### src/rtl/mem_io_responder.sv
// Target side of the SLC-3 memory interface: sequences one BRAM or I/O access per request
// and pulses mem_rdy when the CPU's final wait state is due to latch MDR.
module mem_io_responder #(
  parameter int          ADDR_W  = 10,
  parameter int          RD_LAT  = 2,
  parameter logic [15:0] IO_ADDR = 16'hFFFF
) (
  input  logic              clk,
  input  logic              reset,
  input  logic              mem_mem_ena,
  input  logic              mem_wr_ena,
  input  logic [15:0]       mem_addr,
  input  logic [15:0]       mem_wdata,
  output logic [15:0]       mem_rdata,
  output logic              mem_rdy,
  input  logic [15:0]       sw_i,
  output logic [15:0]       hex_display_o,
  output logic              bram_ena,
  output logic              bram_we,
  output logic [ADDR_W-1:0] bram_addr,
  output logic [15:0]       bram_wdata,
  input  logic [15:0]       bram_rdata,
  output logic [0:0]        dbg_state_o
);

  localparam logic [0:0] S_IDLE = 1'b0;
  localparam logic [0:0] S_BUSY = 1'b1;

  localparam int CNT_W = (RD_LAT > 1) ? $clog2(RD_LAT) : 1;
  localparam logic [CNT_W-1:0] CNT_INIT = CNT_W'(RD_LAT - 1);

  logic [0:0]       state_q, state_d;
  logic [CNT_W-1:0] cnt_q, cnt_d;
  logic             io_sel_q, io_sel_d;
  logic [15:0]      hex_q, hex_d;
  logic [15:0]      sw_meta_q, sw_sync_q;
  logic             is_io;

  assign is_io         = (mem_addr == IO_ADDR);
  assign bram_addr     = mem_addr[ADDR_W-1:0];
  assign bram_wdata    = mem_wdata;
  assign hex_display_o = hex_q;
  assign dbg_state_o   = state_q;
  assign mem_rdata     = io_sel_q ? sw_sync_q : bram_rdata;

  always_comb begin
    state_d  = state_q;
    cnt_d    = cnt_q;
    io_sel_d = io_sel_q;
    hex_d    = hex_q;
    mem_rdy  = 1'b0;
    bram_ena = 1'b0;
    bram_we  = 1'b0;
    case (state_q)
      S_IDLE: begin
        if (mem_mem_ena) begin
          io_sel_d = is_io;
          cnt_d    = CNT_INIT;
          state_d  = S_BUSY;
          bram_ena = ~is_io;
          bram_we  = ~is_io & mem_wr_ena;
          if (is_io && mem_wr_ena) hex_d = mem_wdata;
        end
      end
      S_BUSY: begin
        // Request lines are held by the CPU through its wait states; only the counter matters here.
        if (cnt_q == '0) begin
          mem_rdy = 1'b1;
          state_d = S_IDLE;
        end else begin
          cnt_d = cnt_q - 1'b1;
        end
      end
      default: state_d = S_IDLE;
    endcase
    // Async reset returns state to IDLE, but IDLE decoding is combinational on the request.
    if (reset) begin
      bram_ena = 1'b0;
      bram_we  = 1'b0;
    end
  end

  always_ff @(posedge clk or posedge reset) begin
    if (reset) begin
      state_q   <= S_IDLE;
      cnt_q     <= '0;
      io_sel_q  <= 1'b0;
      hex_q     <= '0;
      sw_meta_q <= '0;
      sw_sync_q <= '0;
    end else begin
      state_q   <= state_d;
      cnt_q     <= cnt_d;
      io_sel_q  <= io_sel_d;
      hex_q     <= hex_d;
      sw_meta_q <= sw_i;
      sw_sync_q <= sw_meta_q;
    end
  end

endmodule

### config.mk
export PLATFORM = sky130hd
export DESIGN_NAME = mem_io_responder
export DESIGN_NICKNAME = d
export VERILOG_FILES = /design/src/rtl/mem_io_responder.sv
export SDC_FILE = /design/constraint.sdc
export NUM_CORES = 1
export LEC_CHECK = 0
export CAP_MARGIN = 20
export CORE_MARGIN = 4
export CORE_UTILIZATION = 39
export CTS_CLUSTER_DIAMETER = 200
export DETAILED_ROUTE_END_ITERATION = 8
export PLACE_DENSITY = 0.86
export SLEW_MARGIN = 5
export SYNTH_ARGS = -nofsm -noshare
export SYNTH_HDL_FRONTEND = slang
export SYNTH_SLANG_ARGS = --single-unit
### constraint.sdc
create_clock -name clk -period 3.1 [get_ports clk]
set_clock_uncertainty 0.15 [all_clocks]
set_input_delay 0.31 -clock clk [delete_from_list [all_inputs] [get_ports clk]]
set_output_delay 0.31 -clock clk [all_outputs]
set_load 0.03 [all_outputs]
Signal wires on met3:
Drawn at 3 px/um.
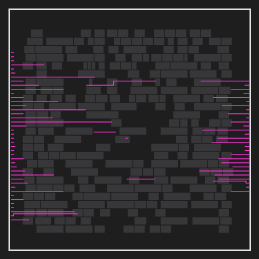
- nets with wire on the layer: 71
- longest straight run: 33.4 um
- wire length on this layer: 520 um
- main direction: horizontal
- share of all routed wire: 11%

Cell sizes after repair:
Drawn at 4 px/um.
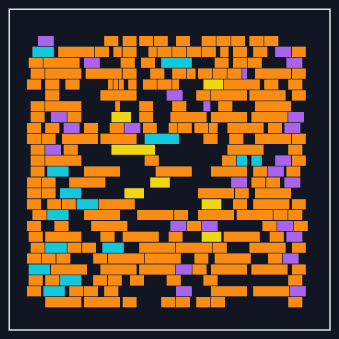
- x6 and larger: yellow (cells 7; share 2.9%; most used clkbuf_8)
- x3 and x4: cyan (cells 14; share 5.9%; most used mux2_4)
- x2: purple (cells 25; share 11%; most used mux2_2)
- x1 and smaller: orange (cells 192; share 81%; most used clkdlybuf4s50_1)

Placed cells, one colour a class:
Drawn at 6 px/um.
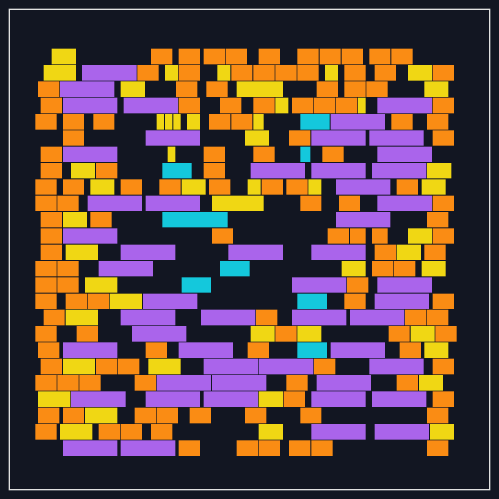
- remaining logic cells: yellow (cells 48)
- clock drivers and dummy loads: cyan (cells 8)
- registers: purple (cells 51)
- remaining buffers and delay cells: orange (cells 131)

Cell placement:
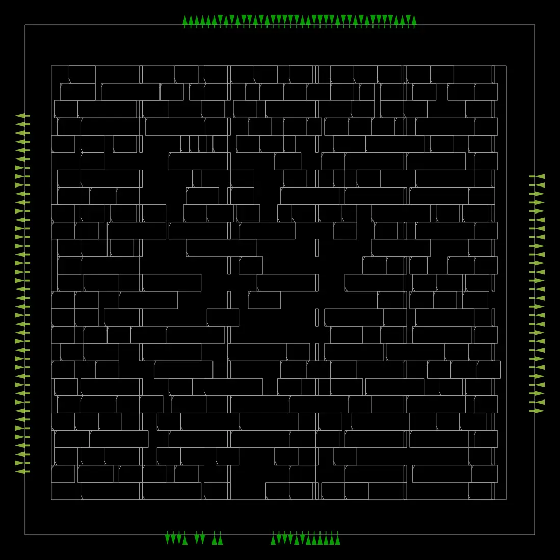
flip-flops: 51
flop share of the area: 38.61%
row count: 25
fin util: 68.18%

==> GITHUB_STEP_SUMMARY <==
## PnR job results

| Metric | Value |
|---|---|
| Cell Area, Placed | 0.003188 mm^2 |
| Leakage | 1.459 nW |
| Cell area power density | 455.4 mW/mm^2 |
| Worst path arrival time | 2.23 ns |
| Clock transition at path regs | 0.08 ns |
| Port bufs | 129 |
| Reg power frac | 47.6% |
| Crit path kind | in2out |
| Initial drt markers | 27 |
| Worst Tran Pin Value | 0.7072 ns |
| RR Endpoint | hex_display_o[9] |
| Area grow syn2layout | 64.30% |
| Die area | 0.006372 mm^2 |
| Peak VDD IR | 0.0001830 V |
| Synth top cells by count | 51 x dfrtp_1, 26 x buf_4, 23 x mux2_2 |
| CTS buffer count | 5 |
| Largest net degree at the start of global routing | 27 |
| WL/cell | 15.31 um |
| Design Area, Final | 0.003306 mm^2 |
| Core ar. | 0.004848 mm^2 |
| Critical Path Most Common Cell | clkdlybuf4s50_1 |
| H-tree depth | 2 |
| Post-CTS Setup Inserts | 0 |
| Final setup violating endpoints | 0 |
| Most area-hungry cell type in the Yosys netlist | dfrtp_1 |
| Hold_buf cts | 0 |
| Non-filler cells in the finished layout | 305 |
| Max-cap violation count | 0 |
| Final Cycle Share | 86.86% |
| RSZ-0062 raised after global routing | no |
| # diodes | 0 |
| Clock sinks | 51 |
| Vias in the first global route | 1495 |
| Crit Reg-Reg Startpoint | dbg_state_o |
| Max Buffers Root-to-Sink | 2 |
| # IOs | 130 |
| Layout cells sized above 1 | 19.33% |
| YS chip area | 0.002012 mm^2 |
| First drt pass iteration count | 4 |
| Area fraction of the dominant cell type after synthesis | 63.43% |
| Overflow after GRT | 0 |
| Layout Nets | 305 |
| Outcome | complete, no violations |
| Relative slew slack | 52.85% |
| Post-synthesis cell area | 0.002012 mm^2 |
| Synth area leaders | dfrtp_1 63%, mux2_2 13%, buf_4 9.7% |
| First-pass GRT wire length | 7182 um |
| Clock share of power | 30.5% |
| Initial antenna violation count | 0 |
| DRC viols | 0 |
| Startpoint Class | input port |
| Max Fclk | 0.3714 GHz |
| Post-CTS Resized | 0 |
| Final min period | 2.693 ns |
| TritonCTS clock tree | done |
| Overall die width | 79.83 um |
| FF-to-FF setup slack | 1.57 ns |
[placed cells by master (no fill, tap or decap), types with 2 or more instances in the layout]
cell type / n
nor2_1: 2
nand2_1: 2
buf_4: 2
mux2_2: 23
mux2_4: 10
clkbuf_8: 6
nand4_1: 4
dfrtp_1: 51
clkdlybuf4s50_1: 129
[layout make-up]
type | instances | area (um^2)
clock inverters | 2 | 35.03
multi-input cells | 47 | 518.0
flip-flops and latches | 51 | 1276
clock buffers | 6 | 82.58
repair buffers | 131 | 1306
well taps | 67 | 83.83
fillers | 372 | 1543
inverters | 1 | 3.754
[how the worst max path moves through the flow]
stage	start	to	cells after the start
floorplan	dbg_state_o	bram_we	3
global placement	mem_addr[7]	bram_we	6
detailed placement	mem_addr[1]	bram_we	6
CTS	mem_addr[1]	bram_we	6
global route	mem_addr[1]	bram_we	6
finish	mem_addr[1]	bram_we	6
[power groups by stage]
stage | registers, mW | clock network (mW) | logic (mW)
floorplan | 0.739 | 0 | 0.155
global placement | 0.729 | 0 | 0.327
detailed placement | 0.732 | 0 | 0.332
CTS | 0.718 | 0.479 | 0.333
global route | 0.725 | 0.502 | 0.349
finish | 0.717 | 0.459 | 0.329
[kinds of logic (layout without fill, tap and decap cells)]
| logic type | Yosys count | in the layout | synth area share (%) |
|---|---|---|---|
| and+or+nand+nor | 14 | 14 | 5.411 |
| DFF | 51 | 51 | 63.43 |
| buffers and inverters | 30 | 140 | 10.82 |
| muxes | 33 | 33 | 20.34 |
[metrics by stage]
stage	setup WS (ns)	power [mW]	hold slack, ns
after CTS	0.3937	1.530	0.1222
after global routing	0.2796	1.575	0.1322
after detailed placement	0.3952	1.064	0.1855
final	0.4074	1.505	0.1281
after floorplan	0.8025	0.8942	0.1812
after global placement	0.4640	1.056	0.1822
[state kept, by name (all words and copies together) (netlist names)]
signal and flops:
hex_display_o 16, sw_meta_q 16, sw_sync_q 16, cnt_q 1
dbg_state_o 1, io_sel_q 1
[critical path: cells and delay by family]
| kind | cells | cell delay [ns] |
|---|---|---|
| buf+inv | 2 | 1.08 |
| simple gates | 4 | 0.83 |
[routing by layer]
layer	part of all wire, %	track usage (%)	routed length (um)
met4	1.1	4.054	51
met2	50	26.54	2335
met3	11	7.336	520
met1	38	15.61	1762
met5	0	0	0
Power figures rest on the tool's default switching activity, not on a simulated workload.
